==> src/rtl/hex_display_scanner.sv <==
// Time-multiplexed hex digit scanner: cycles NDIGITS digits with guard (all-off) cycles,
// active-low registered digit enables, leading-zero blanking and frame-aligned double-buffered updates.
module hex_display_scanner #(
  parameter int NDIGITS  = 4,
  parameter int PRESCALE = 50000,
  parameter int GUARD    = 2
) (
  input  logic                   clk,
  input  logic                   reset_n,
  input  logic                   en,
  input  logic                   load,
  input  logic [4*NDIGITS-1:0]   value,
  input  logic                   blank_lz,
  output logic [3:0]             d,
  output logic [NDIGITS-1:0]     an,
  output logic                   frame,
  output logic                   upd_done
);

  localparam int CW = (PRESCALE > 2) ? $clog2(PRESCALE) : 1;
  localparam int IW = (NDIGITS > 1) ? $clog2(NDIGITS) : 1;
  localparam logic [CW-1:0] GUARD_LAST = CW'(GUARD - 1);
  localparam logic [CW-1:0] SHOW_LAST  = CW'(PRESCALE - GUARD - 1);
  localparam logic [CW-1:0] CNT_ONE    = CW'(1);
  localparam logic [IW-1:0] IDX_LAST   = IW'(NDIGITS - 1);
  localparam logic [IW-1:0] IDX_ONE    = IW'(1);

  typedef enum logic [1:0] {
    S_OFF,
    S_GUARD,
    S_SHOW
  } state_t;

  state_t                r_state;
  logic [IW-1:0]         r_idx;
  logic [CW-1:0]         r_cnt;
  logic [4*NDIGITS-1:0]  r_disp;
  logic [4*NDIGITS-1:0]  r_pend;
  logic                  r_pending;

  logic [NDIGITS-1:0]    w_blank;
  logic [NDIGITS-1:0]    w_an_show;
  logic [3:0]            w_d;
  logic                  w_show_end;
  logic                  w_wrap;
  logic                  w_xfer;

  // A digit above 0 is blanked when it and every more significant digit are zero.
  always_comb begin
    w_blank = '0;
    for (int k = 1; k < NDIGITS; k++) begin
      w_blank[k] = blank_lz && ((r_disp >> (4 * k)) == '0);
    end
  end

  always_comb begin
    w_an_show = '1;
    w_d       = '0;
    for (int k = 0; k < NDIGITS; k++) begin
      if (r_idx == IW'(k)) begin
        w_an_show[k] = w_blank[k];
        w_d          = r_disp[4*k +: 4];
      end
    end
  end

  assign d          = w_d;
  assign w_show_end = (r_state == S_SHOW) && (r_cnt == SHOW_LAST);
  assign w_wrap     = en && w_show_end && (r_idx == IDX_LAST);
  assign w_xfer     = r_pending && ((r_state == S_OFF) || w_wrap);

  always_ff @(posedge clk or negedge reset_n) begin
    if (!reset_n) begin
      r_state   <= S_OFF;
      r_idx     <= '0;
      r_cnt     <= '0;
      r_disp    <= '0;
      r_pend    <= '0;
      r_pending <= 1'b0;
      an        <= '1;
      frame     <= 1'b0;
      upd_done  <= 1'b0;
    end else begin
      frame    <= 1'b0;
      upd_done <= 1'b0;

      if (w_xfer) begin
        r_disp    <= r_pend;
        r_pending <= 1'b0;
        upd_done  <= 1'b1;
      end
      // A load on the transfer edge re-arms pending with the new value.
      if (load) begin
        r_pend    <= value;
        r_pending <= 1'b1;
      end

      if (!en) begin
        r_state <= S_OFF;
        r_idx   <= '0;
        r_cnt   <= '0;
        an      <= '1;
      end else begin
        case (r_state)
          S_OFF: begin
            r_state <= S_GUARD;
            r_idx   <= '0;
            r_cnt   <= '0;
            frame   <= 1'b1;
            an      <= '1;
          end
          S_GUARD: begin
            if (r_cnt == GUARD_LAST) begin
              r_state <= S_SHOW;
              r_cnt   <= '0;
              an      <= w_an_show;
            end else begin
              r_cnt <= r_cnt + CNT_ONE;
              an    <= '1;
            end
          end
          S_SHOW: begin
            if (r_cnt == SHOW_LAST) begin
              r_state <= S_GUARD;
              r_cnt   <= '0;
              an      <= '1;
              if (r_idx == IDX_LAST) begin
                r_idx <= '0;
                frame <= 1'b1;
              end else begin
                r_idx <= r_idx + IDX_ONE;
              end
            end else begin
              r_cnt <= r_cnt + CNT_ONE;
              an    <= w_an_show;
            end
          end
          default: begin
            r_state <= S_OFF;
            r_idx   <= '0;
            r_cnt   <= '0;
            an      <= '1;
          end
        endcase
      end
    end
  end

endmodule
==> config.mk <==
export PLATFORM = sky130hd
export DESIGN_NAME = hex_display_scanner
export DESIGN_NICKNAME = d
export VERILOG_FILES = /design/src/rtl/hex_display_scanner.sv
export SDC_FILE = /design/constraint.sdc
export NUM_CORES = 1
export LEC_CHECK = 0
export ABC_AREA = 1
export CAP_MARGIN = 10
export CORE_MARGIN = 1.5
export CORE_UTILIZATION = 59
export CTS_BUF_LIST = sky130_fd_sc_hd__clkbuf_4
export DETAILED_ROUTE_END_ITERATION = 6
export PLACE_DENSITY = 0.82
export SETUP_SLACK_MARGIN = 0.5
export SLEW_MARGIN = 20
export SYNTH_ARGS = -nofsm -noshare
export SYNTH_HDL_FRONTEND = slang
export SYNTH_SLANG_ARGS = --single-unit
==> constraint.sdc <==
create_clock -name clk -period 1.99 [get_ports clk]
set_input_delay 0.199 -clock clk [delete_from_list [all_inputs] [get_ports clk]]
set_output_delay 0.199 -clock clk [all_outputs]
set_load 0.03 [all_outputs]
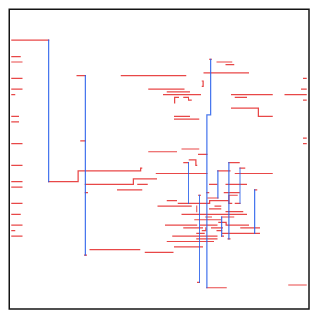
Run 1: metal layers overlaid
(4 px per um) Only two layers are drawn.
[blue] met4 | wire length: 221 um
[red] met3 | wire length: 443 um

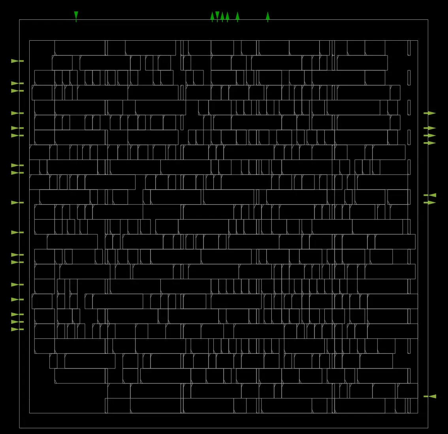
Run 1: placement view
final non-filler cell total: 498
Seq cells: 59
post-layout util: 80.9%
Well Taps: 67
total core area: 4820 um2

==> run_results.csv, run 1 <==
group,metric,value,unit
outcome,status,"complete, no violations",
pwr,p_int,2.59,mW
finish,area_growth,29.1,%
final_timing,finalSetupViolations,0,
pwr,p_sw_share,42.8,%
synth,ys_seq_share,49.1,%
detailed_routing,via_per_inst,5.43,
synth,topCellsByArea,"dfrtp_1 46%, nand2_1 16%, nand3_1 6.5%",
floorplanning,die_y,74.5,um
worst_setup_path,start_kind,"register",
final_timing,final_max_slew_viol_count,0,
final_timing,hold_slack,265,ps
synth,synth_warnings,0,
global_route,grt_pass1_vias,2488,
clock_tree,cts_buffer_depth,2,
worst_setup_path,crit_path_end_kind,"primary output",
synth,ff_type,"dfrtp_1",
placement,place_area,3410,um2
clock_tree,insertion_delay,400,ps
worst_hold_path,hold_path.class,"input port to async pin",
placement,preCtsSetupSlack,-62.2,ps
final_timing,fmax,0.503,GHz
placement,dp.cells,473,
worst_setup_path,r2r_setup_slack,190,ps
global_route,track_usage,26.2,%
job,warnings,35,
pwr,leakagePower,1.83,nW
global_route,gr-total-overflow,0,
synth,yosys_area,3020,um2
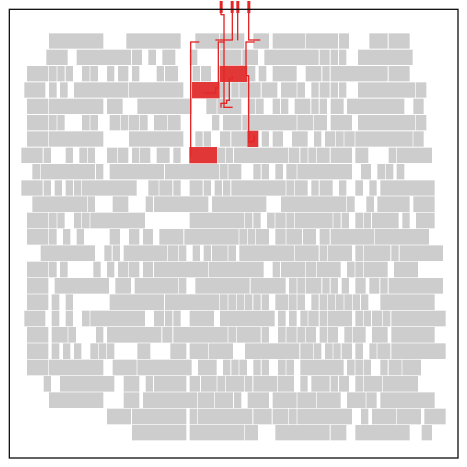
Run 1: port wiring
(6 px per um)
[red] d | bits: 4 | direction: output | edge: top | end cells: 4 | wire: 96.2 um
Top Ports: 31
Port Buffers: 30

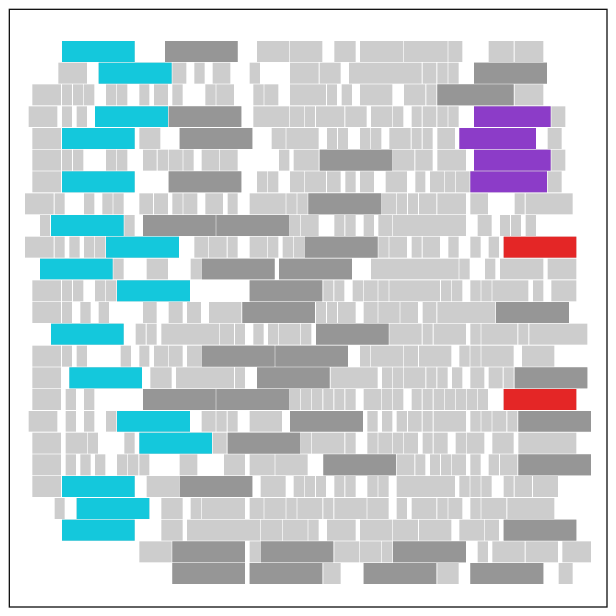
Run 1: where the registers sit
(8 px per um)
[cyan] r_pend | flops: 16
[purple] an | flops: 4 | where: upper right
[red] r_state | flops: 2

[run 1: area by class of cell]
cell class | count | area, um2 | share of cell area [%]
clock inverter | 4 | 43.8 | 1.12
multi-input combinational | 278 | 1670 | 42.7
timing repair buffer | 45 | 413 | 10.6
tap | 67 | 83.8 | 2.15
inverter | 35 | 134 | 3.43
sequential | 59 | 1480 | 38.0
clock buffer | 10 | 75.1 | 1.93
[run 1: per-layer routing]
| layer | global-route usage, % | routed length, um | vias to the layer above |
|---|---|---|---|
| li1 | - | - | 1280 |
| met1 | 33.9 | 2990 | 1249 |
| met2 | 41.2 | 3530 | 150 |
| met3 | 6.50 | 443 | 27 |
| met4 | 13.3 | 220 | 0 |
| met5 | 0 | 0 | - |
[run 1: repair_timing]
item	in CTS	in global routing
pin swaps	2	7
gates resized	49	58
hold endpoints to repair	14	0
hold buffers	1	0
gates cloned	1	0
setup buffers	3	6
setup endpoints to repair	47	49
[run 1: state kept, by name, summed over array words and instances, names as in the netlist]
signal,cells
r_pending,1
r_idx,2
r_state,2
an,4
r_disp,16
r_pend,16
r_cnt,16
frame,1
upd_done,1
[run 1: power by group through the flow]
stage          Clock (mW)  Combinational [mW]  Sequential [mW]
6_report            0.791                2.01             1.72
4_1_cts             0.791                1.71             1.71
3_3_place_gp            0                1.50             1.72
5_1_grt             0.860                2.19             1.75
3_5_place_dp            0                1.54             1.73
2_1_floorplan           0                1.06             1.76
[run 1: worst min path at each step]
stage / start / end / slack (ps) / cells after the start
global placement: reset_n / r_cnt[11] / 160 / 1
finish: reset_n / r_cnt[11] / 260 / 2
CTS: reset_n / r_cnt[11] / 260 / 2
floorplan: reset_n / frame / -100 / 0
detailed placement: reset_n / r_cnt[11] / 160 / 1
global route: reset_n / r_cnt[11] / 310 / 2
[run 1: critical path: stages (launching register included)]
cell and delay (ps):
dfrtp_2 450, inv_4 60, ha_2 180, buf_4 130
a21oi_1 130, nand2_1 80, o211ai_1 80, o21ai_1 100
buf_4 180
[run 1: cell usage in the layout, fill, tap and decap left out, types with 2 or more instances in the layout]
cell             Yosys  layout
nand4_1              2       2
o211ai_1             3       3
buf_4                1      11
clkdlybuf4s50_1      0      19
buf_6                2       6
inv_2                2       7
nand2_2             11      13
xor2_1              10       8
nor2_1              43      28
inv_1               32      26
nand2_4              2       2
nor2_2               3       6
nand3_2              0       6
dfstp_2              4       4
nand2_8              0       5
clkinv_1             1       2
dfrtp_1             55      54
clkbuf_4             0      10
o21ai_0              6       2
ha_4                 0       3
clkbuf_2             0       4
dlygate4sd2_1        0       2
ha_1                 9       2
a22oi_2              0       3
a21oi_1              6       5
xnor2_1              2       2
nand2_1            132     126
o21ai_1              0       3
nor2_4               2      14
clkinv_2             0       2
nand3_1             39      33
ha_2                 0       4
xor2_2               0       2
[run 1: kinds of logic after synthesis]
logic type	synth area share [%]
XOR/XNOR	3.48
flip-flops	49.1
AND-OR/OR-AND	3.48
AND/OR/NAND/NOR	34.2
adder cells (fa/ha/maj)	3.73
buffers and inverters	6.01
==> run 2: changes to the inputs <==
--- a/config.mk
+++ b/config.mk
@@ -11,6 +11,7 @@
 export CORE_UTILIZATION = 59
 export CTS_BUF_LIST = sky130_fd_sc_hd__clkbuf_4
 export DETAILED_ROUTE_END_ITERATION = 6
+export GPL_TIMING_DRIVEN = 0
 export PLACE_DENSITY = 0.82
 export SETUP_SLACK_MARGIN = 0.5
 export SLEW_MARGIN = 20
==> run 2 against run 1 <==
  * Sequential share of layout area down 0.66 points
  * Final area grew 1.8%
  * Clock power down 0.6%
  * Worst setup slack better by 67 ps
  * Combinational power is essentially flat
  * Synthesized cell count did not move
  * Global-route usage down 1.2 points
  * Register-to-register slack better by 30 ps
  * Clock skew is essentially flat
  * Via count up 0.15%
  * Final cell count is 1.6% higher
  * Hold slack worse by 140 ps
  * Critical endpoint is now d[2]
  * Highest routed layer unchanged
==> run_results.csv, run 2 <==
group,metric,value,unit
global_route,grt_pass1_vias,2390,
clock_tree,insertion_delay,400,ps
final_timing,fmax,0.521,GHz
global_route,track_usage,25.0,%
final_timing,hold_slack,122,ps
floorplanning,core,4820,um2
worst_setup_path,crit_family,"flip-flops",
synth,ff_type,"dfrtp_1",
outcome,status,"complete, no violations",
synth,topCellsByArea,"dfrtp_1 46%, nand2_1 16%, nand3_1 6.5%",
pwr,p_int,2.64,mW
clock_tree,cts_buffer_depth,2,
worst_setup_path,start_kind,"register",
worst_setup_path,critical_path.slowest_cell,"dfrtp_2",
global_route,gr-total-overflow,0,
finish,area_growth,31.4,%
worst_setup_path,critical_path_buf_inv_count,2,
worst_hold_path,hold_path.class,"input port to register",
synth,synthAoiAreaFrac,3.48,%
pwr,leakagePower,1.86,nW
floorplanning,pin_count,31,
worst_setup_path,max_stage_delay,480,ps
worst_setup_path,crit_path_end_kind,"primary output",
## run 2: cell counts after synthesis
No cell type changed its count.
## run 2: routing by layer
metal / GRT usage, % / wire length [um] / share of wire (%) / up-vias
li1: - / - / - / 1301
met1: 32.2 / 2800 / 42 / 1292
met2: 40.5 / 3290 / 50 / 95
met3: 5.01 / 368 / 5.6 / 22
met4: 12.3 / 171 / 2.6 / 0
met5: 0 / 0 / 0 / -
## run 2: cell type report
cell class                      instances  area, um2  area share (%)
Sequential cell                        59       1480            37.4
Buffer                                  8       58.8            1.48
Multi-Input combinational cell        277       1640            41.4
Inverter                               35        139            3.50
Timing Repair Buffer                   44        433            10.9
Clock inverter                          7       58.8            1.48
Clock buffer                            9       67.6            1.70
Tap cell                               67       83.8            2.11
## run 2: timing repair
action,4_1_cts,5_1_grt
hold buffers,1,0
gates resized,79,49
setup endpoints to repair,47,45
hold endpoints to repair,55,0
cloned,1,0
pin swaps,2,8
setup buffers,9,4
## run 2: final timing paths
kind	from	end	slack [ps]	cells after the start
max	r_idx[0]	d[2]	70	7
min	load	r_pend[5]	120	3
max reg2reg	r_idx[1]	r_disp[11]	220	10
min reg2reg	r_pend[11]	r_pend[11]	480	2
max in group asynchronous	reset_n	r_idx[0]	1070	2
min in group asynchronous	reset_n	r_cnt[3]	380	2
## run 2: worst min-delay path: cells and delay by family
| family | cells | cell delay, ps |
|---|---|---|
| buffers and inverters | 1 | 150 |
| AND/OR/NAND/NOR | 2 | 140 |
## run 2: power groups by stage
stage               sequential [mW]  combinational, mW  clock (mW)
floorplan                      1.76               1.06           0
global placement               1.68               1.59           0
detailed placement             1.69               1.63           0
CTS                            1.67               1.79       0.803
global route                   1.71               2.18       0.857
finish                         1.68               1.98       0.786
## run 2: per-stage QoR
| stage | cell area, um2 | instances | utilization [%] | worst slack, ps |
|---|---|---|---|---|
| finish | 3970 | 506 | 82.4 | 70.9 |
| global route | 3970 | 506 | 82.4 | -12.7 |
| CTS | 3730 | 502 | 77.5 | 93.4 |
| detailed placement | 3410 | 475 | 70.8 | -141 |
| global placement | 3410 | 475 | 70.8 | -1030 |
| floorplan | 3040 | 379 | - | 479 |
## run 2: cells by family (layout without fill, tap and decap cells)
family / count (synthesis) / after routing
compound gates: 18 / 18
flops: 59 / 59
buf+inv: 43 / 103
xor+xnor: 12 / 12
fa+ha+maj: 9 / 9
simple gates: 238 / 238
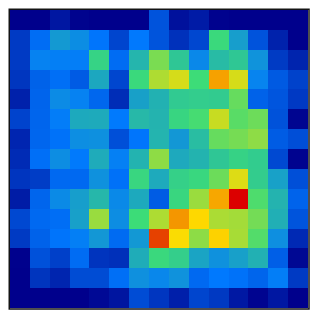
Run 2: wire density map
(4 px per um) The die is cut into 15 by 15 equal tiles; dark blue is low, red is high, scaled to the fullest tile. Values are wire area over tile area, all layers added.
nearly empty tiles: 11%
densest ninth of the die: middle right
emptiest ninth of the die: lower left

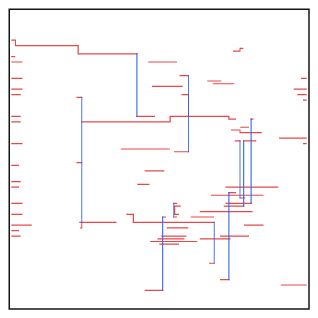
Run 2: metal layers overlaid
(4 px per um) Only two layers are drawn.
[red] met3 | wire length: 368 um
[blue] met4 | wire length: 171 um

==> run 3: changes to the inputs <==
--- a/config.mk
+++ b/config.mk
@@ -6,12 +6,12 @@
 export NUM_CORES = 1
 export LEC_CHECK = 0
 export ABC_AREA = 1
-export CAP_MARGIN = 10
 export CORE_MARGIN = 1.5
 export CORE_UTILIZATION = 59
 export CTS_BUF_LIST = sky130_fd_sc_hd__clkbuf_4
 export DETAILED_ROUTE_END_ITERATION = 6
 export GPL_TIMING_DRIVEN = 0
+export HOLD_SLACK_MARGIN = 0.06
 export PLACE_DENSITY = 0.82
 export SETUP_SLACK_MARGIN = 0.5
 export SLEW_MARGIN = 20
==> run 3 against run 2 <==
  * Non-clock buffer count unchanged
  * Clock power about the same
  * Combinational power about the same
  * Total power unchanged
  * First-iteration DRC count unchanged
  * Final cell count unchanged
  * Routed wire length unchanged
  * Final area unchanged
  * Fmax unchanged
  * Worst setup slack unchanged
  * Core utilization unchanged
==> run_results.csv, run 3 <==
group,metric,value,unit
outcome,status,"complete, no violations",
final_timing,final_max_slew_viol_count,0,
clock_tree,cts_buffer_depth,2,
worst_setup_path,critical_path.slowest_cell,"dfrtp_2",
final_timing,finalSetupViolations,0,
synth,ys_seq_share,49.1,%
worst_setup_path,reg2reg_to,"r_disp[11]",
worst_hold_path,hold_path_startpoint,"load",
synth,topCellsByArea,"dfrtp_1 46%, nand2_1 16%, nand3_1 6.5%",
floorplanning,pin_count,31,
worst_setup_path,crit_family,"flip-flops",
synth,synth_warnings,0,
finish,area_growth,31.4,%
global_route,gr-total-overflow,0,
floorplanning,core,4820,um2
worst_setup_path,crit_path_end_kind,"primary output",
detailed_routing,via_per_inst,5.36,
finish,lay_top_count,"nand2_1",
worst_setup_path,max_stage_delay,480,ps
placement,port-buffer-count,29,
worst_setup_path,critical_path_buf_inv_count,2,
worst_setup_path,r2r_start,"r_idx[1]",
worst_setup_path,crit_chain,"inv_4 > ha_4 > nand2_2 > nand2_1 > o211ai_1 > a22oi_2 > buf_6",
clock_tree,insertion_delay,400,ps
job,warnings,35,
worst_hold_path,min_to,"r_pend[5]",
worst_hold_path,hold_path.class,"input port to register",
placement,place_area,3410,um2
worst_setup_path,start_kind,"register",
synth,ff_type,"dfrtp_1",
pwr,p_int,2.64,mW
global_route,grt_pass1_vias,2390,
worst_hold_path,hold_depth,3,
pwr,leakagePower,1.86,nW
placement,preCtsSetupSlack,-141,ps
synth,yosys_area,3020,um2
clock_tree,tritoncts,"done",
run 3: cell counts after synthesis:
Identical to the previous run, type by type.
run 3: power by group through the flow:
stage | clock [mW] | sequential (mW) | combinational, mW
final | 0.786 | 1.68 | 1.98
after global routing | 0.857 | 1.71 | 2.18
after CTS | 0.803 | 1.67 | 1.79
after detailed placement | 0 | 1.69 | 1.63
after global placement | 0 | 1.68 | 1.59
after floorplan | 0 | 1.76 | 1.06
run 3: timing repair:
item / 4_1_cts / 5_1_grt
pin swaps: 2 / 8
endpoints found under the setup margin: 47 / 45
gates resized: 79 / 49
hold endpoints to repair: 55 / 0
cloned: 1 / 0
buffers inserted: 9 / 4
hold buffers: 1 / 0
run 3: how the worst max path moves through the flow:
| stage | start | to | cells past startpoint |
|---|---|---|---|
| 6_report | r_idx[0] | d[2] | 7 |
| 4_1_cts | r_idx[1] | d[1] | 7 |
| 2_1_floorplan | r_cnt[1] | r_disp[10] | 12 |
| 5_1_grt | r_idx[0] | d[3] | 7 |
| 3_5_place_dp | r_idx[1] | d[0] | 8 |
| 3_3_place_gp | reset_n | r_pend[15] | 1 |
run 3: worst min-delay path, cell delays in order:
cell and delay, ps:
clkbuf_1 150, nand2_1 90, nand2_1 50
run 3: kinds of logic (layout without fill, tap and decap cells):
family	after synthesis	in the layout	synth area share (%)
adder cells (fa/ha/maj)	9	9	3.73
AND-OR/OR-AND	18	18	3.48
XOR/XNOR	12	12	3.48
buffers and inverters	43	103	6.01
flip-flops	59	59	49.1
AND/OR/NAND/NOR	238	238	34.2
run 3: per-layer routing:
metal / up-vias / GRT usage, % / routed length, um
li1: 1301 / - / -
met1: 1292 / 32.2 / 2800
met2: 95 / 40.5 / 3290
met3: 22 / 5.01 / 368
met4: 0 / 12.3 / 171
met5: - / 0 / 0
run 3: metrics by stage:
| stage | util [%] | hold WS, ps | cells |
|---|---|---|---|
| 2_1_floorplan | - | -96.6 | 379 |
| 3_3_place_gp | 70.8 | 456 | 475 |
| 3_5_place_dp | 70.8 | 300 | 475 |
| 4_1_cts | 77.5 | 113 | 502 |
| 5_1_grt | 82.4 | 151 | 506 |
| 6_report | 82.4 | 122 | 506 |
run 3: final cells by class:
type	count	area (um2)	area share, %
Tap cell	67	83.8	2.11
Inverter	35	139	3.50
Sequential cell	59	1480	37.4
Clock buffer	9	67.6	1.70
Clock inverter	7	58.8	1.48
Buffer	8	58.8	1.48
Timing Repair Buffer	44	433	10.9
Multi-Input combinational cell	277	1640	41.4
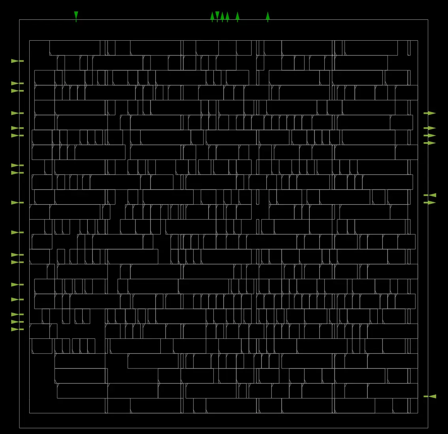
Run 3: placement view
fraction of area in registers: 37.4%
post-layout util: 82.4%
Filler cells: 305
final non-filler cell total: 506

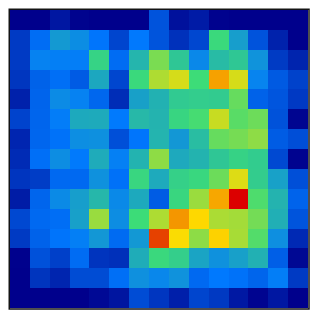
Run 3: wire density map
(4 px per um) The die is cut into 15 by 15 equal tiles; dark blue is low, red is high, scaled to the fullest tile. Values are wire area over tile area, all layers added.
GRT Overall Usage: 25.0%
wire length per cell: 13.1 um

Power figures rest on the tool's default switching activity, not on a simulated workload.
